[src/rtl/shift_register.sv]
// rtl/shift_register.sv - parallel-load serial shift register with frame count and done pulse
// A load arms a WIDTH-bit frame; each shift_en moves one bit out and one bit in until count hits zero.
module shift_register #(
   parameter int WIDTH     = 8,
   parameter bit LSB_FIRST = 1'b1
) (
   input  logic                       clk,
   input  logic                       reset_n,
   input  logic                       load,
   input  logic [WIDTH-1:0]           data_in,
   input  logic                       shift_en,
   input  logic                       serial_in,
   output logic                       serial_out,
   output logic [WIDTH-1:0]           data_out,
   output logic [$clog2(WIDTH+1)-1:0] count,
   output logic                       busy,
   output logic                       done
);
   localparam int CW = $clog2(WIDTH+1);
   localparam logic [CW-1:0] FRAME_LEN = CW'(WIDTH);

   logic [WIDTH-1:0] data_q, data_d;
   logic [CW-1:0]    count_q, count_d;
   logic             done_q, done_d;

   always_ff @(posedge clk or negedge reset_n) begin
      if (!reset_n) begin
         data_q  <= '0;
         count_q <= '0;
         done_q  <= 1'b0;
      end else begin
         data_q  <= data_d;
         count_q <= count_d;
         done_q  <= done_d;
      end
   end

   // Load always wins; shifts are ignored once the frame is exhausted.
   always_comb begin
      data_d  = data_q;
      count_d = count_q;
      done_d  = 1'b0;
      if (load) begin
         data_d  = data_in;
         count_d = FRAME_LEN;
      end else if (shift_en && (count_q != '0)) begin
         data_d  = LSB_FIRST ? {serial_in, data_q[WIDTH-1:1]}
                             : {data_q[WIDTH-2:0], serial_in};
         count_d = count_q - CW'(1);
         done_d  = (count_q == CW'(1));
      end
   end

   assign serial_out = LSB_FIRST ? data_q[0] : data_q[WIDTH-1];
   assign data_out   = data_q;
   assign count      = count_q;
   assign busy       = (count_q != '0);
   assign done       = done_q;

endmodule
[config.mk]
export PLATFORM = sky130hd
export DESIGN_NAME = shift_register
export DESIGN_NICKNAME = d
export VERILOG_FILES = /design/src/rtl/shift_register.sv
export SDC_FILE = /design/constraint.sdc
export NUM_CORES = 1
export LEC_CHECK = 0
export CAP_MARGIN = 30
export CORE_MARGIN = 2
export CORE_UTILIZATION = 43
export CTS_BUF_LIST = sky130_fd_sc_hd__clkbuf_2
export CTS_CLUSTER_SIZE = 40
export DETAILED_ROUTE_END_ITERATION = 6
export PLACE_DENSITY_LB_ADDON = 0.05
export SYNTH_ARGS = -nofsm -noshare
export SYNTH_HDL_FRONTEND = slang
export SYNTH_SLANG_ARGS = --single-unit
[constraint.sdc]
create_clock -name clk -period 2 [get_ports clk]
set_input_delay 0.3 -clock clk [delete_from_list [all_inputs] [get_ports clk]]
set_output_delay 0.3 -clock clk [all_outputs]
set_load 0.1 [all_outputs]
==> results.toml, run 1 <==
# physical design summary
[power_and_ir_drop]
finalPower_w = 0.000916
p_per_area_nw_per_um2 = 905

[detailed_routing]
wl_met1_um = 727
dr.pass1.iters = 4
routed_wl_um = 1680
top_layer = "met4"

[finish]
clock_area_frac = 0.0198
lay_top_cells = "21 x buf_4, 12 x clkdlybuf4s50_1, 11 x a21oi_1, 11 x dfrtp_1, 9 x o21ai_1"
sh_seq_area = 0.326
comb_share = 0.325
nets = 122
flop_area_um2 = 330
n_antenna_cell = 0
logic_gate_count = 50

[worst_setup_path]
end_kind = "output port"
cpMaxStageDelayCell = "dfrtp_4"
rr_worst_depth = 7
startpoint = "count[0]"

[yosys]
syn_inst = 73
edf_count = 0
synthTopLogicFamily = "AND-OR/OR-AND gates"
yosys_most_used_dff = "dfrtp_1"
syn_area_per_cell_um2 = 9.44
fp_nets = 89
ys_sh_aoi = 0.243
synthArstFlopShare = 1.00
synth_area_um2 = 689
xor_share = 0

[grt]
grt_use_total = 0.192
use_met2 = 0.300
gr-max-usage-layer = "met2"
antenna_found_initial = 0
grt.overflow.total = 0

[floorplanning]
die_h_um = 44.0
nWellTaps = 16
rows = 14

[clock_network]
htree_levels = 1
cts.path.max_buffers = 2

[final_timing]
finalCritPeriodShare = 0.951
hold_violations = 0
slew_headroom = 0.609

[placement]
place_area_um2 = 953

[run_status]
status = "finished clean"
## run 1: Yosys cell counts (2+ instances only)
master    number  share of area
dfrtp_1       13           0.47
o21ai_1        9          0.065
a21oi_1       11          0.080
ha_1           3          0.054
nor3_1         2          0.015
inv_1          3          0.016
nand2_1        2          0.011
clkbuf_1       3          0.016
buf_2          2          0.015
nor2b_1        8          0.073
a31oi_1        8          0.073
## run 1: power by group through the flow
stage	clock network [W]	registers [W]	logic [W]
after floorplan	0	0.000529	0.000124
after global placement	0	0.000324	0.000437
after detailed placement	0	0.000326	0.000440
after CTS	0.000147	0.000321	0.000442
after global routing	0.000156	0.000326	0.000476
final	0.000138	0.000322	0.000456
## run 1: flip-flops by register name (all words and copies together) (netlist names)
register and count:
data_out 8, done 1, count 4
==> run_1/pins.png <==
Pins as bars across the die edge, other pins in grey.
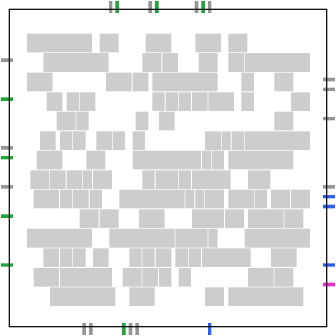
`count` -> blue  # pins 4, direction output, edge 3 right, 1 bottom
`data_in` -> green  # pins 8, direction input, edge 4 left, 3 top, 1 bottom
`reset_n` -> magenta  # pins 1, direction input, edge right

==> run_1/metal_stack.png <==
Scale bar: 10 um.
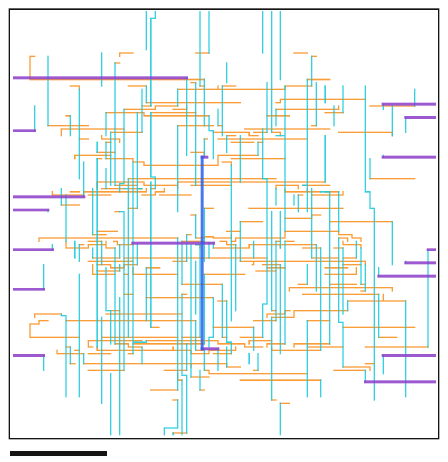
met1 -> orange  # wire length 727 um
met4 -> blue  # wire length 19.7 um
met2 -> cyan  # wire length 843 um
met3 -> purple  # wire length 85.8 um

==> run_1/final_clocks.png <==
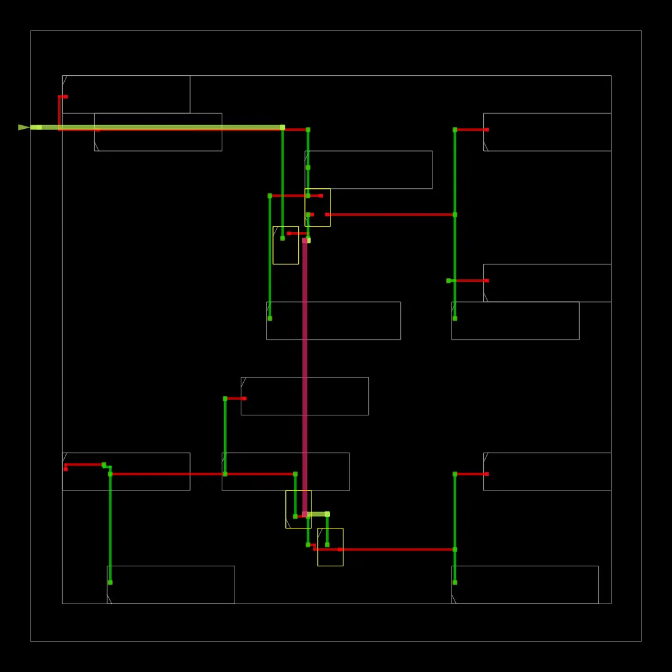
seq_cells: 13
clk latency late pin: 270 ps
Layout clock buffers: 4
# clock sinks: 13
final setup skew: 2.80 ps

==> run_1/registers.png <==
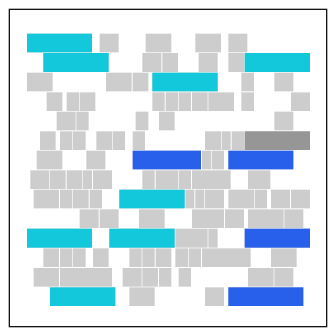
`count` -> blue  # sequential cells 4
`data_out` -> cyan  # sequential cells 8
not coloured = 1

==> run 1 -> run 2 <==
--- a/config.mk
+++ b/config.mk
@@ -9,7 +9,7 @@
 export CORE_MARGIN = 2
 export CORE_UTILIZATION = 43
 export CTS_BUF_LIST = sky130_fd_sc_hd__clkbuf_2
-export CTS_CLUSTER_SIZE = 40
+export CTS_CLUSTER_SIZE = 24
 export DETAILED_ROUTE_END_ITERATION = 6
 export PLACE_DENSITY_LB_ADDON = 0.05
 export SYNTH_ARGS = -nofsm -noshare
==> run_2/pins.png <==
Pins as bars across the die edge, other pins in grey.
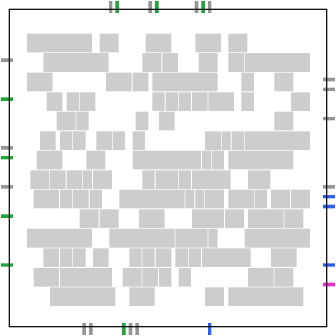
`count` -> blue  # pins 4, direction output, edge 3 right, 1 bottom
`data_in` -> green  # pins 8, direction input, edge 4 left, 3 top, 1 bottom
`reset_n` -> magenta  # pins 1, direction input, edge right

==> results.toml, run 2 <==
# physical design summary
[yosys]
xor_share = 0
ys_sh_aoi = 0.243
syn_area_per_cell_um2 = 9.44
area_leaders = "dfrtp_1 47%, a21oi_1 8.0%, a31oi_1 7.3%, nor2b_1 7.3%, o21ai_1 6.5%"
top_cell_area_share = 0.472
synth_area_um2 = 689
synthArstFlopShare = 1.00
fp_nets = 89
synthTopLogicFamily = "AND-OR/OR-AND gates"
yosysMostFrequentCell = "dfrtp_1"
yosys_most_used_dff = "dfrtp_1"

[grt]
use_met2 = 0.300
gr-max-usage-layer = "met2"
antenna_found_initial = 0
grt.overflow.total = 0

[final_timing]
clock_skew_ps = 2.80
hold_violations = 0
finalCritPeriodShare = 0.951

[power_and_ir_drop]
finalPower_w = 0.000916
powerClk_w = 0.000138
powerComb_w = 0.000456
powerSeq_w = 0.000322
p_per_area_nw_per_um2 = 905
top_power_group = "combinational logic"

[clock_network]
clkSinkCount = 13
insertion_delay_ps = 270
cts.path.max_buffers = 2

[detailed_routing]
routed_wl_um = 1680

[finish]
lay_top_cells = "21 x buf_4, 12 x clkdlybuf4s50_1, 11 x a21oi_1, 11 x dfrtp_1, 9 x o21ai_1"
largest_reg_flops = 8
n_antenna_cell = 0

[run_status]
status = "finished clean"

[floorplanning]
die_h_um = 44.0

[placement]
place_area_um2 = 953

[worst_setup_path]
end_kind = "output port"
-- run 2: layout make-up --
class,count,area (um2),share of cell area
Tap cell,16,20.0,0.0198
Timing Repair Buffer,34,298,0.294
Sequential cell,13,330,0.326
Clock buffer,4,20.0,0.0198
Multi-Input combinational cell,50,329,0.325
Inverter,4,15.0,0.0148
-- run 2: final timing paths --
path / startpoint / to / slack (ps) / cells past startpoint
max in group asynchronous: reset_n / count[0] / 1180 / 1
worst min register to register: data_out[0] / data_out[0] / 570 / 2
worst min-delay path: reset_n / done / 380 / 1
worst max register to register: count[0] / data_out[7] / 320 / 7
worst max-delay path: count[0] / busy / 100 / 5
min in group clk: data_out[0] / data_out[0] / 570 / 2
-- run 2: timing repair --
action                                  in CTS  in global routing
buffers inserted                             0                  4
endpoints found under the setup margin       0                  1
resized                                      0                  2
No activity file was given, so power comes from the tool's default toggle rates.
